**src/rtl/control_sequencer.sv**
```systemverilog
// Hardwired control unit for the ALU datapath: two-byte fetch into IR, then a
// single execute cycle decoded from IROut[15:10].
module control_sequencer #(
    parameter int OPW = 6
) (
    input  logic             Clock,
    input  logic             Reset,
    input  logic [15:0]      IROut,
    input  logic [3:0]       ALUOutFlag,
    output logic [2:0]       RF_OutASel,
    output logic [2:0]       RF_OutBSel,
    output logic [2:0]       RF_FunSel,
    output logic [3:0]       RF_RegSel,
    output logic [3:0]       RF_ScrSel,
    output logic [4:0]       ALU_FunSel,
    output logic             ALU_WF,
    output logic [1:0]       ARF_OutCSel,
    output logic [1:0]       ARF_OutDSel,
    output logic [2:0]       ARF_FunSel,
    output logic [2:0]       ARF_RegSel,
    output logic             IR_LH,
    output logic             IR_Write,
    output logic             Mem_WR,
    output logic             Mem_CS,
    output logic [1:0]       MuxASel,
    output logic [1:0]       MuxBSel,
    output logic             MuxCSel,
    output logic             Halted,
    output logic [2:0]       State
);

    typedef enum logic [2:0] {
        S_INIT = 3'd0,
        S_F0   = 3'd1,
        S_F1   = 3'd2,
        S_EX   = 3'd3,
        S_HALT = 3'd4
    } state_t;

    localparam logic [OPW-1:0] OP_LDI  = OPW'(0);
    localparam logic [OPW-1:0] OP_LDAR = OPW'(1);
    localparam logic [OPW-1:0] OP_LDM  = OPW'(2);
    localparam logic [OPW-1:0] OP_STM  = OPW'(3);
    localparam logic [OPW-1:0] OP_ADD  = OPW'(4);
    localparam logic [OPW-1:0] OP_BRA  = OPW'(5);
    localparam logic [OPW-1:0] OP_BNE  = OPW'(6);
    localparam logic [OPW-1:0] OP_HLT  = '1;

    localparam logic [2:0] FUN_INC   = 3'b001;
    localparam logic [2:0] FUN_LOAD  = 3'b010;
    localparam logic [2:0] FUN_CLEAR = 3'b011;

    state_t state_q, state_d;

    logic [OPW-1:0] opcode;
    logic [1:0]     rx, ry;
    logic [3:0]     rx_onehot;
    logic           flag_z;
    logic           unused_bits;

    assign opcode      = IROut[15 -: OPW];
    assign rx          = IROut[9:8];
    assign ry          = IROut[7:6];
    assign rx_onehot   = 4'b1000 >> rx;
    assign flag_z      = ALUOutFlag[3];
    assign unused_bits = ^{IROut[5:0], ALUOutFlag[2:0]};

    always_ff @(posedge Clock) begin
        if (Reset) state_q <= S_INIT;
        else       state_q <= state_d;
    end

    assign State = state_q;

    always_comb begin
        state_d     = state_q;
        RF_OutASel  = 3'b000;
        RF_OutBSel  = 3'b000;
        RF_FunSel   = 3'b000;
        RF_RegSel   = 4'b0000;
        RF_ScrSel   = 4'b0000;
        ALU_FunSel  = 5'b00000;
        ALU_WF      = 1'b0;
        ARF_OutCSel = 2'b00;
        ARF_OutDSel = 2'b00;
        ARF_FunSel  = 3'b000;
        ARF_RegSel  = 3'b000;
        IR_LH       = 1'b0;
        IR_Write    = 1'b0;
        Mem_WR      = 1'b0;
        Mem_CS      = 1'b1;
        MuxASel     = 2'b00;
        MuxBSel     = 2'b00;
        MuxCSel     = 1'b0;
        Halted      = 1'b0;

        // Reset overrides every enable so an aborted cycle never commits a write.
        if (!Reset) begin
            case (state_q)
                S_INIT: begin
                    RF_FunSel  = FUN_CLEAR;
                    ARF_FunSel = FUN_CLEAR;
                    RF_RegSel  = 4'b1111;
                    ARF_RegSel = 3'b111;
                    state_d    = S_F0;
                end
                S_F0, S_F1: begin
                    Mem_CS     = 1'b0;
                    IR_Write   = 1'b1;
                    IR_LH      = (state_q == S_F1);
                    ARF_RegSel = 3'b100;
                    ARF_FunSel = FUN_INC;
                    state_d    = (state_q == S_F0) ? S_F1 : S_EX;
                end
                S_EX: begin
                    state_d = S_F0;
                    case (opcode)
                        OP_LDI: begin
                            MuxASel   = 2'b11;
                            RF_FunSel = FUN_LOAD;
                            RF_RegSel = rx_onehot;
                        end
                        OP_LDAR: begin
                            MuxBSel    = 2'b11;
                            ARF_FunSel = FUN_LOAD;
                            ARF_RegSel = 3'b010;
                        end
                        OP_LDM: begin
                            ARF_OutDSel = 2'b01;
                            Mem_CS      = 1'b0;
                            MuxASel     = 2'b10;
                            RF_FunSel   = FUN_LOAD;
                            RF_RegSel   = rx_onehot;
                        end
                        OP_STM: begin
                            RF_OutASel  = {1'b0, rx};
                            ALU_FunSel  = 5'b10000;
                            ARF_OutDSel = 2'b01;
                            Mem_CS      = 1'b0;
                            Mem_WR      = 1'b1;
                        end
                        OP_ADD: begin
                            RF_OutASel = {1'b0, rx};
                            RF_OutBSel = {1'b0, ry};
                            ALU_FunSel = 5'b10100;
                            ALU_WF     = 1'b1;
                            RF_FunSel  = FUN_LOAD;
                            RF_RegSel  = rx_onehot;
                        end
                        OP_BRA, OP_BNE: begin
                            if (opcode == OP_BRA || !flag_z) begin
                                MuxBSel    = 2'b11;
                                ARF_FunSel = FUN_LOAD;
                                ARF_RegSel = 3'b100;
                            end
                        end
                        OP_HLT:  state_d = S_HALT;
                        default: ;
                    endcase
                end
                S_HALT: Halted = 1'b1;
                default: state_d = S_INIT;
            endcase
        end
    end

endmodule

```
**config.mk**
```make
export PLATFORM = sky130hd
export DESIGN_NAME = control_sequencer
export DESIGN_NICKNAME = d
export VERILOG_FILES = /design/src/rtl/control_sequencer.sv
export SDC_FILE = /design/constraint.sdc
export NUM_CORES = 1
export LEC_CHECK = 0
export CORE_ASPECT_RATIO = 0.75
export CORE_MARGIN = 4
export CORE_UTILIZATION = 24
export CTS_CLUSTER_DIAMETER = 40
export CTS_CLUSTER_SIZE = 14
export DETAILED_ROUTE_END_ITERATION = 8
export MAX_ROUTING_LAYER = met4
export PLACE_DENSITY = 0.79
export SKIP_CTS_REPAIR_TIMING = 1
export SYNTH_ARGS = -nofsm -noshare
export SYNTH_HDL_FRONTEND = slang
export SYNTH_SLANG_ARGS = --single-unit
```
**constraint.sdc**
```tcl
create_clock -name Clock -period 2.05 [get_ports Clock]
set_input_delay 0.5125 -clock Clock [delete_from_list [all_inputs] [get_ports Clock]]
set_output_delay 0.5125 -clock Clock [all_outputs]
set_load 0.02 [all_outputs]
```
Figure 1. Wiring heat map.
Bar = 20 um. 13 x 10 tiles, from dark blue (low) to red (high), scaled to the fullest tile. Values are wire area over tile area, all layers added.
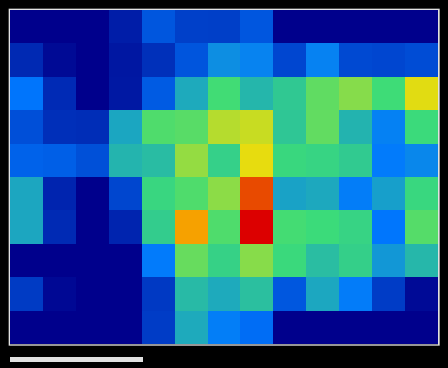
densest ninth of the die: middle
fullest tile: 0.46
nearly empty tiles: 22%

Figure 2. Placed cells, one color a class.
Bar = 20 um.
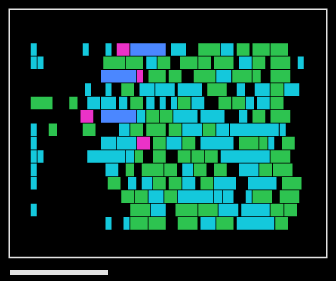
[other buffers and delay cells] green | cells: 76 | share of their area: 49%
[flops] blue | cells: 3 | share of their area: 4.5%
[combinational and other logic] cyan | cells: 72 | share of their area: 44%
[clock drivers and dummy loads] magenta | cells: 4 | share of their area: 2.0%

==> impl_metrics.toml <==
# flow metrics
[drt]
antenna_left = 0
via_per_inst = 4.43
wire_per_inst_um = 13.7
via_count = 829
finalWirelength_mm = 2.56
dr.pass1.iters = 4
first_iter_violations = 27

[clock_tree]
cts-buffers-inserted = 3
clockRootBuffer = "clkbuf_4"
clock_latency_ns = 0.24
ctsHtreeMaxLevel = 1
clock-sinks = 3
cts.clk_slew.worst_paths_ns = 0.03
cts_tree = "yes"
clock_path_buffers = 2

[critical_path]
r2r-start = "State[0]"
endpoint = "RF_RegSel[3]"
crit_chain = "buf_6 -> or3_4 -> or4b_4 -> o41ai_4 -> buf_4"
crit_slowest_cell = "or4b_4"
startpoint = "IROut[14]"
r2r_cells = 4
worstPathRequired_ns = 1.54
crit_family = "simple AND/OR/NAND/NOR gates"
crit_path_max_incr_delay_ns = 0.54
critPathKind = "in -> out"
start_kind = "primary input"

[synth]
synthArstFlopShare = 0
syn-cell-area_um2 = 569
synth_top_flop_cell = "dfxtp_1"
synth_cells = 83
syn_area_per_cell_um2 = 6.86

[place]
portBuffers = 43
dpl.hpwl_mm = 1.83
place_congestion = 0.736
post-place-ws_ns = -1.26
placed_cell_area_um2 = 1240

[finish]
area_growth_pct = 144
n_fill_cell = 169
logic_area_um2 = 583
instances_no_fill = 187
utilization = 0.654
layout_top_cells_excl_fill_tap = "40 x buf_4, 16 x buf_6, 15 x conb_1"

[job]
warning_count = 37

[final_timing]
finalSetupViolCount = 22
whs_ns = 0.533
layout_setup_ws_ns = -0.509
slew_violations = 0
tns_ns = -6.16
fin_crit_ns = 2.56
rsz0062_at_grt = "true"
fin_crit_sh = 1.25
hold_viol_final = 0

[outcome]
failed_checks = "negative setup slack"
status = "finished, violations left"

[floorplanning]
fp_util = 0.269
core-area_um2 = 2120
ios = 68
rows = 14

[min_path]
holdCritPathClass = "reg -> reg"

[pwr]
leakagePower_nw = 0.704
finalPower_mw = 0.498
powerDensity_nw_per_um2 = 359

[global_routing]
grt_overflow_total = 0
grt_max_degree = 9
track_usage = 0.120
==> layer usage <==
metal | GRT usage | wire [um] | part of all wire
met1 | 0.136 | 1060 | 0.41
met4 | 0.0211 | 0 | 0
met3 | 0.0201 | 189 | 0.074
met2 | 0.224 | 1310 | 0.51
met5 | - | 0 | 0
==> power breakdown <==
| part | internal, mW | switching (mW) |
|---|---|---|
| clock | 0.0731 | 0.0336 |
| combinational | 0.148 | 0.174 |
| sequential | 0.0639 | 0.00519 |
==> cells by family after synthesis <==
group | Yosys count | share of synthesized area
AOI/OAI and AO/OA | 15 | 0.174
xor gates and xnor gates | 1 | 0.0154
buffers and inverters | 25 | 0.279
and+or+nand+nor | 38 | 0.420
other | 1 | 0.00659
DFF | 3 | 0.105
==> final cells by class <==
type | count | share of cell area
multi-input combinational | 69 | 0.421
inverter | 3 | 0.00812
sequential | 3 | 0.0433
timing repair buffer | 76 | 0.480
clock buffer | 4 | 0.0190
tap | 32 | 0.0289
==> cell usage after synthesis (2+ instances only) <==
cell,number,area (um^2)
nand2b_1,2,12.5
nand3b_1,3,22.5
dfxtp_1,3,60.1
nand3_1,2,10.0
nor3_1,3,15.0
or2_2,4,25.0
o21ai_0,5,25.0
nand2_1,2,7.51
a21oi_1,4,20.0
buf_4,17,128
nor4_1,2,12.5
clkbuf_1,4,15.0
nor2b_1,2,12.5
inv_1,3,11.3
and2_1,4,25.0
nor2_1,6,22.5
nor3b_1,3,22.5
==> worst min-delay path by stage <==
stage / start / endpoint / slack [ns] / cells past startpoint
after floorplan: State[0] / State[0] / 0.60 / 1
after global placement: State[1] / State[0] / 0.52 / 2
final: State[1] / State[0] / 0.53 / 2
after CTS: State[1] / State[0] / 0.53 / 2
after global routing: State[1] / State[0] / 0.57 / 2
after detailed placement: State[1] / State[0] / 0.53 / 2
Power figures rest on the tool's default switching activity, not on a simulated workload.
